## src/rtl/spi_reg_bridge.sv

```systemverilog
// spi_reg_bridge: decodes spi_slave byte frames (cmd + data/dummy bytes) into register-file reads and writes.
// Strobes are registered one cycle after the deciding input; no backpressure, reads wait up to RD_TIMEOUT for reg_rvalid.
module spi_reg_bridge #(
  parameter int ADDR_W     = 7,
  parameter int RD_TIMEOUT = 15
) (
  input  logic              clk,
  input  logic              rst_n,
  input  logic              cs_n,
  input  logic              rx_valid,
  input  logic [7:0]        rx_data,
  output logic              tx_load,
  output logic [7:0]        tx_data,
  output logic              reg_wr_en,
  output logic              reg_rd_en,
  output logic [ADDR_W-1:0] reg_addr,
  output logic [7:0]        reg_wdata,
  input  logic [7:0]        reg_rdata,
  input  logic              reg_rvalid,
  output logic              busy,
  output logic              frame_done,
  output logic              rd_err
);

  localparam int TCNT_W = (RD_TIMEOUT < 1) ? 1 : $clog2(RD_TIMEOUT + 1);

  typedef enum logic [2:0] {
    IDLE     = 3'd0,
    CMD      = 3'd1,
    WDATA    = 3'd2,
    RD_REQ   = 3'd3,
    RD_WAIT  = 3'd4,
    RD_SHIFT = 3'd5
  } state_t;

  state_t            state, state_nxt;
  logic              armed, armed_nxt;
  logic [ADDR_W-1:0] addr, addr_nxt;
  logic [TCNT_W-1:0] tcnt, tcnt_nxt;
  logic              tx_load_nxt, wr_en_nxt, rd_en_nxt, frame_done_nxt, rd_err_nxt;
  logic [7:0]        tx_data_nxt, wdata_nxt;
  logic [ADDR_W-1:0] reg_addr_nxt;

  assign busy = (state != IDLE);

  always_ff @(posedge clk or negedge rst_n) begin
    if (!rst_n) begin
      state      <= IDLE;
      armed      <= 1'b0;
      addr       <= '0;
      tcnt       <= '0;
      tx_load    <= 1'b0;
      tx_data    <= 8'h00;
      reg_wr_en  <= 1'b0;
      reg_rd_en  <= 1'b0;
      reg_addr   <= '0;
      reg_wdata  <= 8'h00;
      frame_done <= 1'b0;
      rd_err     <= 1'b0;
    end else begin
      state      <= state_nxt;
      armed      <= armed_nxt;
      addr       <= addr_nxt;
      tcnt       <= tcnt_nxt;
      tx_load    <= tx_load_nxt;
      tx_data    <= tx_data_nxt;
      reg_wr_en  <= wr_en_nxt;
      reg_rd_en  <= rd_en_nxt;
      reg_addr   <= reg_addr_nxt;
      reg_wdata  <= wdata_nxt;
      frame_done <= frame_done_nxt;
      rd_err     <= rd_err_nxt;
    end
  end

  always_comb begin
    state_nxt      = state;
    // A frame already in progress when reset released is skipped until cs_n is seen high.
    armed_nxt      = armed | cs_n;
    addr_nxt       = addr;
    tcnt_nxt       = tcnt;
    tx_load_nxt    = 1'b0;
    tx_data_nxt    = tx_data;
    wr_en_nxt      = 1'b0;
    rd_en_nxt      = 1'b0;
    reg_addr_nxt   = reg_addr;
    wdata_nxt      = reg_wdata;
    frame_done_nxt = 1'b0;
    rd_err_nxt     = 1'b0;

    case (state)
      IDLE: begin
        if (!cs_n && armed) state_nxt = CMD;
      end
      CMD: begin
        if (rx_valid) begin
          addr_nxt  = rx_data[ADDR_W-1:0];
          state_nxt = rx_data[7] ? WDATA : RD_REQ;
        end
      end
      WDATA: begin
        if (rx_valid) begin
          wr_en_nxt    = 1'b1;
          reg_addr_nxt = addr;
          wdata_nxt    = rx_data;
          addr_nxt     = addr + ADDR_W'(1);
        end
      end
      RD_REQ: begin
        rd_en_nxt    = 1'b1;
        reg_addr_nxt = addr;
        tcnt_nxt     = '0;
        state_nxt    = RD_WAIT;
      end
      RD_WAIT: begin
        // Data arriving on the timeout cycle still wins over the error path.
        if (reg_rvalid) begin
          tx_data_nxt = reg_rdata;
          tx_load_nxt = 1'b1;
          addr_nxt    = addr + ADDR_W'(1);
          state_nxt   = RD_SHIFT;
        end else if (tcnt == TCNT_W'(RD_TIMEOUT)) begin
          tx_data_nxt = 8'hFF;
          tx_load_nxt = 1'b1;
          rd_err_nxt  = 1'b1;
          addr_nxt    = addr + ADDR_W'(1);
          state_nxt   = RD_SHIFT;
        end else begin
          tcnt_nxt = tcnt + TCNT_W'(1);
        end
      end
      RD_SHIFT: begin
        if (rx_valid) state_nxt = RD_REQ;
      end
      default: state_nxt = IDLE;
    endcase

    // Frame end: a byte landing this cycle still writes, but read-side strobes are dropped.
    if (cs_n && (state != IDLE)) begin
      state_nxt      = IDLE;
      rd_en_nxt      = 1'b0;
      tx_load_nxt    = 1'b0;
      rd_err_nxt     = 1'b0;
      tx_data_nxt    = tx_data;
      frame_done_nxt = (state != CMD) || rx_valid;
    end
  end

endmodule
```

## config.mk

```make
export PLATFORM = sky130hd
export DESIGN_NAME = spi_reg_bridge
export DESIGN_NICKNAME = d
export VERILOG_FILES = /design/src/rtl/spi_reg_bridge.sv
export SDC_FILE = /design/constraint.sdc
export NUM_CORES = 1
export LEC_CHECK = 0
export ABC_AREA = 1
export CORE_UTILIZATION = 52
export CTS_BUF_LIST = sky130_fd_sc_hd__clkbuf_16
export DETAILED_ROUTE_END_ITERATION = 12
export PLACE_DENSITY_LB_ADDON = 0.08
export SYNTH_ARGS = -nofsm -noshare
export SYNTH_HDL_FRONTEND = slang
export SYNTH_SLANG_ARGS = --single-unit
export TNS_END_PERCENT = 20
```

## constraint.sdc

```tcl
create_clock -name clk -period 2.3 [get_ports clk]
set_clock_uncertainty 0.05 [all_clocks]
set_input_delay 0.345 -clock clk [delete_from_list [all_inputs] [get_ports clk]]
set_output_delay 0.345 -clock clk [all_outputs]
set_load 0.01 [all_outputs]
```

==> impl_metrics.yaml, run 1 <==
# flow metrics
cts:
  cts_hold_buf: 0
  cts-root-buf: "clkbuf_16"
  cts_setup_buffers: 0
  post_cts_resized: 0
  cts_buffer_depth: 2
placement:
  post-place-ws_ps: 399.9
yosys:
  ys_top_logic_family: "simple AND/OR/NAND/NOR gates"
  topCellsByArea: "dfrtp_1, nand2_1, o21ai_0"
  xor_area_share_pct: 0.4332
  post-synth-top-count-cell: "nand2_1"
  largest_area_cell: "dfrtp_1"
  synth_cells: 251
  yosys.area_share.simple_pct: 29.95
  synth_top_area_share_pct: 53.22
  yosys_warnings: 0
  syn_area_um2: 2022
  ys.flop_type: "dfrtp_1"
  yosys.area_share.aoi_pct: 8.354
  fa_ha_area_share_pct: 1.238
outcome:
  status: "finished clean"
critical_path:
  r2r_setup_slack_ps: 770
  worstPathArrival_ps: 1580
sta:
  setup_slack_ps: 324.2
  rsz0062_at_grt: "no"
  setup_tns_ps: 0
global_routing:
  busiest_layer: "met2"
  grtUsageTotal_pct: 22.98
  met1_usage_pct: 27.37
power_and_ir_drop:
  p_per_area_nw_per_um2: 1178
  p_clk_share_pct: 20.9
  sequentialPowerShare_pct: 39.6
routing:
  wl_um: 4216
  vias: 1788
  drt-vias-per-instance: 5.080
  drt_iter0_markers: 150
min_path:
  hp-class: "in2async"
cells_and_area:
  drive_gt1_share_pct: 7.237
## run 1: worst max-delay path by stage
stage	startpoint	to	slack [ps]	cells past startpoint
after detailed placement	reg_rvalid	addr[0]	400	7
after global routing	state[1]	busy	250	3
after CTS	state[1]	busy	310	3
final	state[1]	busy	320	3
after floorplan	tcnt[0]	tx_data[0]	980	6
after global placement	reg_rvalid	tx_data[1]	460	6
## run 1: worst max-delay path: cells and delay by family, from the launching register on
kind / cells / cell delay, ps
simple gates: 2 / 330
buf+inv: 1 / 490
flops: 1 / 480
## run 1: flip-flops by register name (all words and copies together), names as in the netlist, 3 cells and up
register and cells:
tcnt 4, tx_data 8, reg_addr 7, reg_wdata 8, state 3, addr 7
## run 1: cells by family after synthesis
kind of cell	after synthesis
compound gates	33
xor+xnor	1
fa+ha+maj	2
simple gates	139
buf+inv	33
flops	43
## run 1: power by group through the flow
stage	sequential, mW	clock (mW)	combinational, mW
finish	1.25	0.662	1.25
detailed placement	1.26	0	1.25
floorplan	1.30	0	0.644
global placement	1.25	0	1.23
CTS	1.25	0.684	1.26
global route	1.29	0.704	1.42
## run 1: metal layers
layer  vias to the layer above  wire (µm)
li1                        906          -
met1                       834       1870
met2                        44       2152
met3                         4        154
met4                         0         38
met5                         -          0
## run 1: cell usage in the layout, fill, tap and decap left out, types with 2 or more instances in the layout
master / instances
dfrtp_1: 43
nand3_1: 16
inv_1: 23
nand2_2: 5
o21ai_0: 23
nor3_1: 3
nor2_1: 25
ha_1: 2
inv_2: 4
a21oi_1: 7
clkbuf_16: 5
clkinv_1: 3
clkdlybuf4s50_1: 48
nand3_2: 2
nand4_1: 7
nand2_1: 78
## run 1: stage by stage
step	hold slack (ps)	utilization (%)	cell area, µm²
6_report	88.08	72.73	2683
5_1_grt	136.7	72.73	2683
4_1_cts	106.5	72.73	2683
3_5_place_dp	390.8	68.93	2542
3_3_place_gp	389.9	68.93	2542
2_1_floorplan	-0.5911	-	2022
## run 1: area by class of cell
cell class	count	area, µm²
inverter	28	105.1
timing repair buffer	50	493.0
multi-input combinational	175	808.3
sequential	43	1076
tap	48	60.06
clock inverter	3	15.01
fill	296	1006
clock buffer	5	125.1
Figure 1. Placed cells, one colour a class (run 1).
Scale bar: 20 µm.
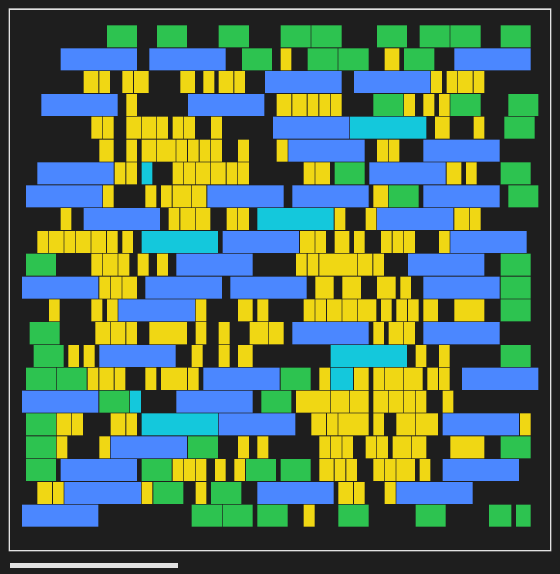
Key: other buffers and delay cells = green [cells 50, share of their area 19%]; clock drivers and dummy loads = cyan [cells 8, share of their area 5.3%]; all other logic = yellow [cells 203, share of their area 35%]; flip-flops = blue [cells 43, share of their area 41%]

Figure 2. Clock routing (run 1).
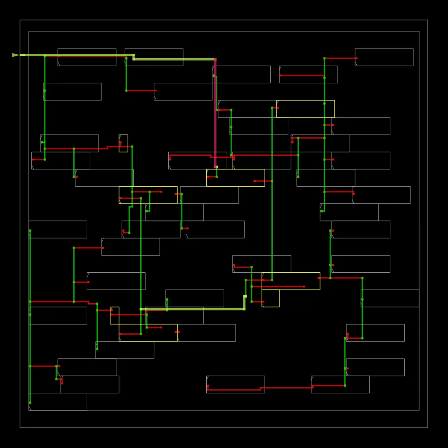
Late-Pin Clk Latency: 280 ps
CTS Sinks: 43
CTS Buf Count: 5

Figure 3. Clock network drawn from the DEF (run 1).
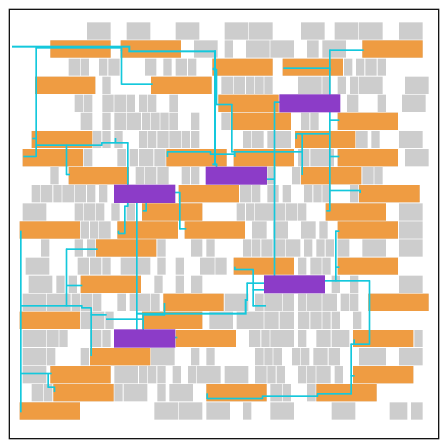
Key: cells driving clock nets = purple [count 5]; flip-flops = orange [count 43]; clock wires = cyan [length 486 µm]
There are 6 routed clock nets.

Figure 4. The metal 1 layer (run 1).
Supply wires on this layer in grey. Cells faint in the background.
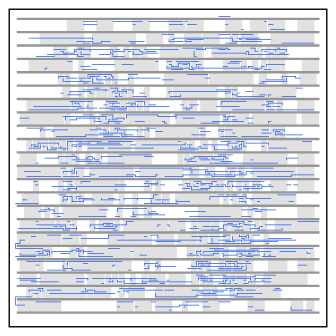

==> run 1 -> run 2 <==
CORE_UTILIZATION = 49   (was 52)
clock period = 1.9 ns   (was 2.3 ns; I/O delays follow)
Figure 5. The metal 1 layer (run 2).
Supply wires on this layer in grey. Cells faint in the background.
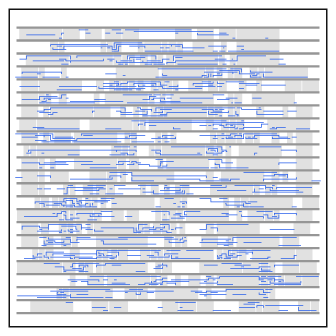
The layer holds 50% of the routed length. 287 nets have wire on it. The longest straight run is 24.8 µm.

==> impl_metrics.yaml, run 2 <==
# flow metrics
outcome:
  status: "finished clean"
sta:
  slew_viol_final: 0
  setup_tns_ps: 0
  rsz0062_at_grt: "no"
  worstMarginPinSlew_ps: 530.8
  fmax_mhz: 545.9
  setup_slack_ps: 68.21
  period_used_pct: 96.41
  setup_viol_count_final: 0
  fin_crit_ps: 1832
global_routing:
  antenna_found_initial: 0
  grtUsageTotal_pct: 22.31
  grt_start_max_net_pins: 44
  met1_usage_pct: 31.87
  grt_pass1_wl_um: 7217
  use_met3_pct: 6.897
  grt_pass1_vias: 1580
  busiest_layer: "met2"
  grt_overflow_total: 0
cts:
  cts.sinks: 43
  numCtsBuffers: 5
  cts_hold_buf: 0
  cts_buffer_depth: 2
  htree_levels: 2
  clk_pin_slew_ps: 60
  worstSkewPairLatency_ps: 280
  cts-root-buf: "clkbuf_16"
cells_and_area:
  layout_top_cell: "nand2_1"
  drive_gt1_share_pct: 9.740
  areaGrowthSynthToFinish_pct: 35.52
  layout_top_cells: "nand2_1, clkdlybuf4s50_1, dfrtp_1, nor2_1"
  largestRegisters: "reg_wdata x8, tx_data x8"
  diodes: 0
critical_path:
  worstPathArrival_ps: 1500
  path_max_fanout: 7
placement:
  placed_cells: 346
  dp_hpwl_um: 3016
  post-place-ws_ps: 183.9
floorplanning:
  fp_util_pct: 53.23
  core.rowCount: 22
  die_y_um: 66.24
power_and_ir_drop:
  p_per_area_nw_per_um2: 1473
  power_leakage_nw: 1.357
routing:
  drt-vias-per-instance: 4.986
  drt_iter0_markers: 138
  vias: 1775
  firstDrtPassIters: 4
  wl_um: 4259
yosys:
  post-synth-top-count-cell: "nand2_1"
  synthesis.nets: 274
  synth-area-yosys_um2: 2022
  yosysUniqueCellTypes: 25
  topCellsByArea: "dfrtp_1, nand2_1, o21ai_0"
  ys.flop_type: "dfrtp_1"
  synth_top_area_share_pct: 53.22
  syn_area_um2: 2022
  ys_cells: 251
  synth_cells: 251
  largest_area_cell: "dfrtp_1"
  synthArstFlopShare_pct: 100.0
  yosys_warnings: 0
  postSynthAreaPerCell_um2: 8.056
min_path:
  hp-class: "in2async"
job:
  warnings: 26
## run 2: cell counts after synthesis
No cell type changed its count.
## run 2: routing by layer
layer	part of all wire [%]	routed length, µm
met1	50	2112
met2	43	1819
met3	6.4	274
met4	1.2	52
met5	0	0
## run 2: cells by family after synthesis
| kind of cell | Yosys count | share of synthesized area (%) |
|---|---|---|
| AND-OR/OR-AND | 33 | 8.354 |
| XOR/XNOR | 1 | 0.4332 |
| adder cells (fa/ha/maj) | 2 | 1.237 |
| buffers and inverters | 33 | 6.806 |
| flip-flops | 43 | 53.22 |
| AND/OR/NAND/NOR | 139 | 29.95 |
## run 2: cell type report
type | count | area (µm²)
inverter | 28 | 105.1
clock inverter | 3 | 38.79
timing repair buffer | 54 | 523.0
fill | 311 | 1059
tap | 48 | 60.06
clock buffer | 5 | 125.1
multi-input combinational | 175 | 808.3
sequential | 43 | 1080
## run 2: timing repair
action | CTS | global route
pin swaps | 0 | 1
gates resized | 2 | 1
endpoints found under the setup margin | 1 | 1
gates cloned | 0 | 0
setup buffers | 0 | 2
## run 2: path summary, 6_finish.rpt
path | start | cells after the start | slack, ps | end
max | state[0] | 3 | 70 | busy
min | rst_n | 2 | 20 | tx_data[1]
max reg2reg | state[0] | 7 | 370 | addr[0]
min reg2reg | armed | 2 | 410 | armed
max in group asynchronous | rst_n | 2 | 1390 | state[1]
min in group clk | armed | 2 | 410 | armed
## run 2: worst max-delay path: stages, from the launching register on
cell and delay (ps):
dfrtp_2 470, nor2_4 150, nand2_1 100, clkdlybuf4s50_1 490
## run 2: report_power, final
group / switching (mW) / total (mW) / internal [mW]
clock: 0.332 / 0.944 / 0.612
sequential: 0.272 / 1.52 / 1.25
combinational: 0.807 / 1.57 / 0.765
total: 1.41 / 4.03 / 2.62
## run 2: stage by stage
| step | hold slack [ps] | utilization, % | total power [mW] | cell area, µm² |
|---|---|---|---|---|
| floorplan | -60.59 | - | 2.350 | 2022 |
| global placement | 338.8 | 67.33 | 3.018 | 2557 |
| detailed placement | 338.2 | 67.33 | 3.047 | 2557 |
| CTS | 39.29 | 71.71 | 4.022 | 2724 |
| global route | 66.52 | 72.13 | 4.351 | 2740 |
| finish | 19.36 | 72.13 | 4.035 | 2740 |
No activity file was given, so power comes from the tool's default toggle rates.
